**The clock network**

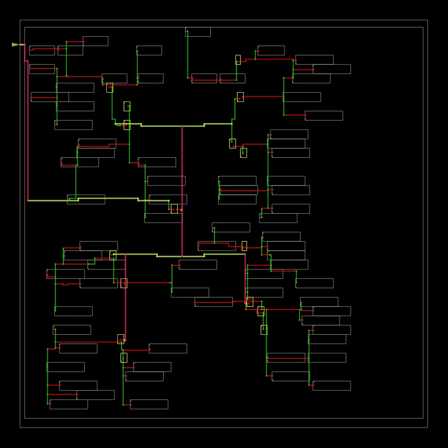
**Cell density map**

(3 px per um) 12 x 12 tiles, from black (low) to pale yellow (high), 0 to 100% covered.
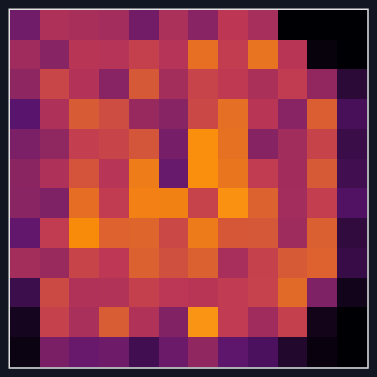
**Floorplan with the power grid**

(3 px per um) Pins as bars on the die edge.
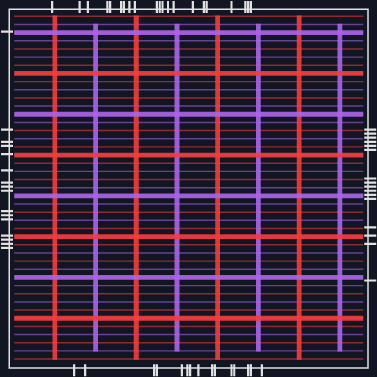
**Register map, names as in the netlist**

(3 px per um) Other sequential cells in the stronger gray, the rest of the logic in the fainter gray.
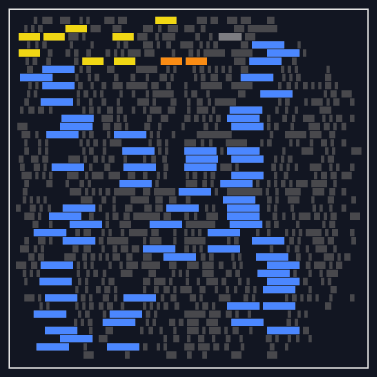
**Met2 routing**

(3 px per um)
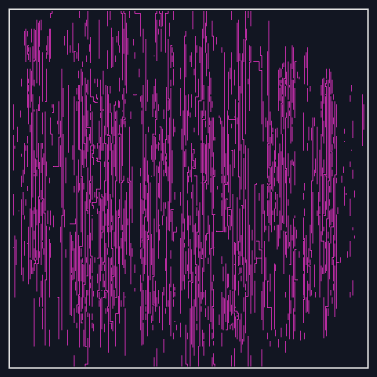
<file path="src/rtl/regfile4_wr_pkg.sv">
// Shared constants and state encoding for the 4-entry write-port register file.
// Imported by the top module and by the write-enable decoder.
package regfile4_wr_pkg;

    localparam int ADDR_W        = 2;
    localparam int NUM_REGS      = 4;
    localparam int DEFAULT_WIDTH = 16;
    localparam int COUNT_W       = 8;

    typedef enum logic {
        INIT = 1'b0,
        RUN  = 1'b1
    } state_e;

endpackage : regfile4_wr_pkg

</file>
<file path="src/rtl/regfile4_wr_dec2to4.sv">
// 2-to-4 one-hot decoder with enable; all outputs low when en is low.
module dec2to4
    import regfile4_wr_pkg::*;
(
    input  logic                en,
    input  logic [ADDR_W-1:0]   addr,
    output logic [NUM_REGS-1:0] dec
);

    always_comb begin
        dec = '0;
        if (en) begin
            dec[addr] = 1'b1;
        end
    end

endmodule : dec2to4

</file>
<file path="src/rtl/regfile4_wr.sv">
// 4-entry register file: one write port with valid/ready, two forwarding read ports,
// and a post-reset INIT sweep that clears every entry before writes are accepted.
module regfile4_wr
    import regfile4_wr_pkg::*;
#(
    parameter int WIDTH       = DEFAULT_WIDTH,
    parameter bit ZERO_REG_EN = 1'b0
) (
    input  logic               clk,
    input  logic               reset,
    input  logic               wr_valid,
    output logic               wr_ready,
    input  logic [ADDR_W-1:0]  wr_addr,
    input  logic [WIDTH-1:0]   wr_data,
    input  logic [ADDR_W-1:0]  rd_addr_a,
    output logic [WIDTH-1:0]   rd_data_a,
    input  logic [ADDR_W-1:0]  rd_addr_b,
    output logic [WIDTH-1:0]   rd_data_b,
    output logic               init_done,
    output logic [COUNT_W-1:0] wr_count,
    output state_e             dbg_state
);

    // Handshake: a write transfers on a rising edge where wr_valid && wr_ready and
    // reset is low; wr_valid may be held while wr_ready is low and is simply ignored.

    state_e               state_q, state_d;
    logic [ADDR_W-1:0]    sweep_q, sweep_d;
    logic [COUNT_W-1:0]   wr_count_q, wr_count_d;
    logic [WIDTH-1:0]     mem_q [NUM_REGS];
    logic [WIDTH-1:0]     mem_d [NUM_REGS];

    logic                 in_init;
    logic                 wr_accept;
    logic                 dec_en;
    logic [ADDR_W-1:0]    dec_addr;
    logic [WIDTH-1:0]     wr_value;
    logic [NUM_REGS-1:0]  wr_en;
    logic [NUM_REGS-1:0]  store_en;

    logic [ADDR_W-1:0]    rd_addr [2];
    logic [WIDTH-1:0]     rd_data [2];

    // ---------------- FSM ----------------
    always_comb begin
        state_d = state_q;
        sweep_d = sweep_q;
        case (state_q)
            INIT: begin
                sweep_d = sweep_q + 1'b1;
                if (sweep_q == ADDR_W'(NUM_REGS - 1)) begin
                    state_d = RUN;
                end
            end
            RUN: begin
                state_d = RUN;
            end
            default: begin
                state_d = INIT;
                sweep_d = '0;
            end
        endcase
    end

    always_ff @(posedge clk) begin
        if (reset) begin
            state_q    <= INIT;
            sweep_q    <= '0;
            wr_count_q <= '0;
        end else begin
            state_q    <= state_d;
            sweep_q    <= sweep_d;
            wr_count_q <= wr_count_d;
        end
    end

    assign in_init   = (state_q == INIT);
    assign wr_ready  = (state_q == RUN);
    assign init_done = (state_q == RUN);
    assign dbg_state = state_q;

    // A write presented during a reset cycle must neither land nor count.
    assign wr_accept = wr_valid && wr_ready && !reset;

    assign wr_count_d = wr_count_q + COUNT_W'(wr_accept);
    assign wr_count   = wr_count_q;

    // ---------------- write path ----------------
    assign dec_en   = !reset && (in_init || wr_accept);
    assign dec_addr = in_init ? sweep_q : wr_addr;
    assign wr_value = in_init ? '0 : wr_data;

    dec2to4 u_dec (
        .en   (dec_en),
        .addr (dec_addr),
        .dec  (wr_en)
    );

    always_comb begin
        store_en = wr_en;
        if (ZERO_REG_EN) begin
            store_en[NUM_REGS-1] = 1'b0;
        end
    end

    always_comb begin
        for (int i = 0; i < NUM_REGS; i++) begin
            mem_d[i] = mem_q[i];
            if (store_en[i]) begin
                mem_d[i] = wr_value;
            end
        end
    end

    // Storage carries no reset; the INIT sweep is what clears it.
    always_ff @(posedge clk) begin
        mem_q <= mem_d;
    end

    // ---------------- read ports ----------------
    assign rd_addr[0] = rd_addr_a;
    assign rd_addr[1] = rd_addr_b;

    always_comb begin
        for (int p = 0; p < 2; p++) begin
            rd_data[p] = mem_q[rd_addr[p]];
            if (in_init) begin
                rd_data[p] = '0;
            end else if (ZERO_REG_EN && (rd_addr[p] == ADDR_W'(NUM_REGS - 1))) begin
                rd_data[p] = '0;
            end else if (wr_accept && (rd_addr[p] == wr_addr)) begin
                rd_data[p] = wr_data;
            end
        end
    end

    assign rd_data_a = rd_data[0];
    assign rd_data_b = rd_data[1];

    // ---------------- embedded checks ----------------
    a_wr_en_onehot : assert property (@(posedge clk) $onehot0(wr_en));
    a_no_write_in_reset : assert property (@(posedge clk) reset |-> (wr_en == '0));

endmodule : regfile4_wr
</file>
<file path="config.mk">
export PLATFORM = sky130hd
export DESIGN_NAME = regfile4_wr
export DESIGN_NICKNAME = d
export VERILOG_FILES = /design/src/rtl/regfile4_wr_pkg.sv /design/src/rtl/regfile4_wr_dec2to4.sv /design/src/rtl/regfile4_wr.sv
export SDC_FILE = /design/constraint.sdc
export NUM_CORES = 1
export LEC_CHECK = 0
export ABC_AREA = 1
export ABC_CLOCK_PERIOD_IN_PS = 2200
export CELL_PAD_IN_SITES_DETAIL_PLACEMENT = 1
export CELL_PAD_IN_SITES_GLOBAL_PLACEMENT = 1
export CORE_UTILIZATION = 35
export CTS_BUF_LIST = sky130_fd_sc_hd__clkbuf_2
export DETAILED_ROUTE_END_ITERATION = 10
export PLACE_DENSITY_LB_ADDON = 0.1
export SYNTH_ARGS = -nofsm -noshare
export SYNTH_HDL_FRONTEND = slang
export SYNTH_HIERARCHICAL = 1
export SYNTH_SLANG_ARGS = --single-unit
</file>
<file path="constraint.sdc">
create_clock -name clk -period 2.2 [get_ports clk]
set_clock_uncertainty 0.1 [all_clocks]
set_input_delay 0.33 -clock clk [delete_from_list [all_inputs] [get_ports clk]]
set_output_delay 0.33 -clock clk [all_outputs]
set_load 0.005 [all_outputs]
</file>
==> impl_metrics.ini <==
; flow metrics
[run_status]
status = complete, but fails checks
violations = setup timing

[sta]
slew_violations = 0
fin_hold_ws_ns = 0.382
setup_viol = 32
timing.final.ws_setup_ns = -0.176
finalSetupTns_ns = -3.93
period_used_share = 1.08
fmax_mhz = 421
min_period_ns = 2.38

[logic_synthesis]
area_leaders = edfxtp_1 (40%), nand2_1 (18%), nand3_1 (7.0%)
synth_area_per_cell_sq_um = 7.71
fa_ha_area_frac = 0.00782
yosys_cells = 622
netlist_area_sq_um = 4800
yosys-top-cells-count = nand2_1 (236), nand3_1 (67), edfxtp_1 (64)
yosysChipArea_sq_um = 4800
top_cell_area_share = 0.401
synth-simple-area-share = 0.416
yosys_most_used_dff = edfxtp_1
synth.logic.top_family = simple AND/OR/NAND/NOR gates
yosys.cell_types.count = 27
largest_area_cell = edfxtp_1
synth_flops = 75
synth_nets = 650
async_reset_ff_frac = 0
yosysWarnings = 6
yosys.cell_count.top_type = nand2_1

[route]
dr.pass1.iters = 4
topRoutingLayerUsed = met4
wl_met2_mm = 8.79

[critical_path]
cpLargestDelayFamily = buffers and inverters
worst-path-stages = 10
endpoint_kind = primary output
crit_start = dbg_state
cp_cell_sequence = nand2_4 -> nor2_8 -> buf_12 -> nand3_4 -> buf_12 -> buf_8 -> nand2_4 -> inv_2 -> nor2_2 -> buf_2
crit_path_start_kind = register
crit_slowest_cell = dfxtp_2
r2r_slack_ns = 0.12
path_class = reg -> out
cpPeakStageDelay_ns = 0.39
r2r_end = mem_q[46]

[placed_design]
dpl.hpwl_mm = 10.6
place_inst = 868
place_area_sq_um = 5930
pre_cts_slack_ns = -0.564

[cells_and_area]
fin_cells = 918
area_growth_pct = 33.0
drive_above_1_share = 0.291
final_cell_mix = nand2_1 (226), nand3_1 (67), edfxtp_1 (64)

[clock_tree]
clock-sinks = 75
numCtsBuffers = 9
cts_resized = 141
clockBufferDepth = 2
root_buffer = clkbuf_2
htreeDepth = 3
cts_setup_buffers = 30

[global_route]
track_usage = 0.249
grt_max_degree = 33
gr-usage-met3 = 0.0359
antenna_found_initial = 0
grt_pass1_wl_mm = 26.4

[power_and_ir_drop]
p_leak_uw = 0.00293
pwr_density_cell_nw_per_um2 = 531

[floorplan]
rows = 42
io_pins = 68

[min_path]
hold_path_end = mem_q[36]
min_path_type = in -> reg

[run]
cap_viol_max_count = 0
## Picture notes: 'the clock network'
clock buffers: 12
Clock Latency Late Sink: 0.54 ns
flip-flops: 75
P_clk: 626 uW

## Picture notes: 'cell density map'
2.8% of the tiles are over 75% full. The fullest tile reaches 77%. The mean over all tiles is 44%. 4.9% of the tiles are nearly empty. The densest ninth of the die: center.
final core occ: 0.480
FP Core Util: 0.361

## Picture notes: 'floorplan with the power grid'
Red is VSS. Purple is VDD.
8 straps on met4. The core has 42 rows. 68 signal pins sit on the boundary. 43 met1 rails follow the rows.
peak supply drop: 0.274 mV
Die X-Extent: 119 um
core box area: 13,300 sq um
Die Y: 119 um

## Picture notes: 'register map, names as in the netlist'
Blue is `mem_q`, flops 64, where spread over the die. Orange is `sweep_q`, flops 2. Yellow is `wr_count`, flops 8, where upper left.
P_seq: 1740 uW
Seq area share: 0.336

## Picture notes: 'met2 routing'
638 nets have wire on it. The layer carries 8,790 um of wire. The wires run mostly vertical.
M2 GR Usage: 0.457
drt total wl: 17.0 mm
vias: 4,584

area by class of cell:
type / instances / area [sq um] / share of cell area
multi-input cells: 430 / 2190 / 0.343
clock inverters: 4 / 17.5 / 0.00274
clock buffers: 12 / 60.1 / 0.00941
well taps: 176 / 220 / 0.0345
inverters: 80 / 310 / 0.0486
flip-flops and latches: 75 / 2140 / 0.336
repair buffers: 141 / 1440 / 0.226
state kept, by name (all words and copies together), names as in the netlist:
signal     flops
mem_q         64
wr_count       8
sweep_q        2
dbg_state      1
report_power, final:
| part | internal (uW) | switching, uW |
|---|---|---|
| Sequential | 1680 | 58.3 |
| Combinational | 415 | 606 |
| Clock | 152 | 474 |
| Total | 2250 | 1140 |
No activity file was given, so power comes from the tool's default toggle rates.
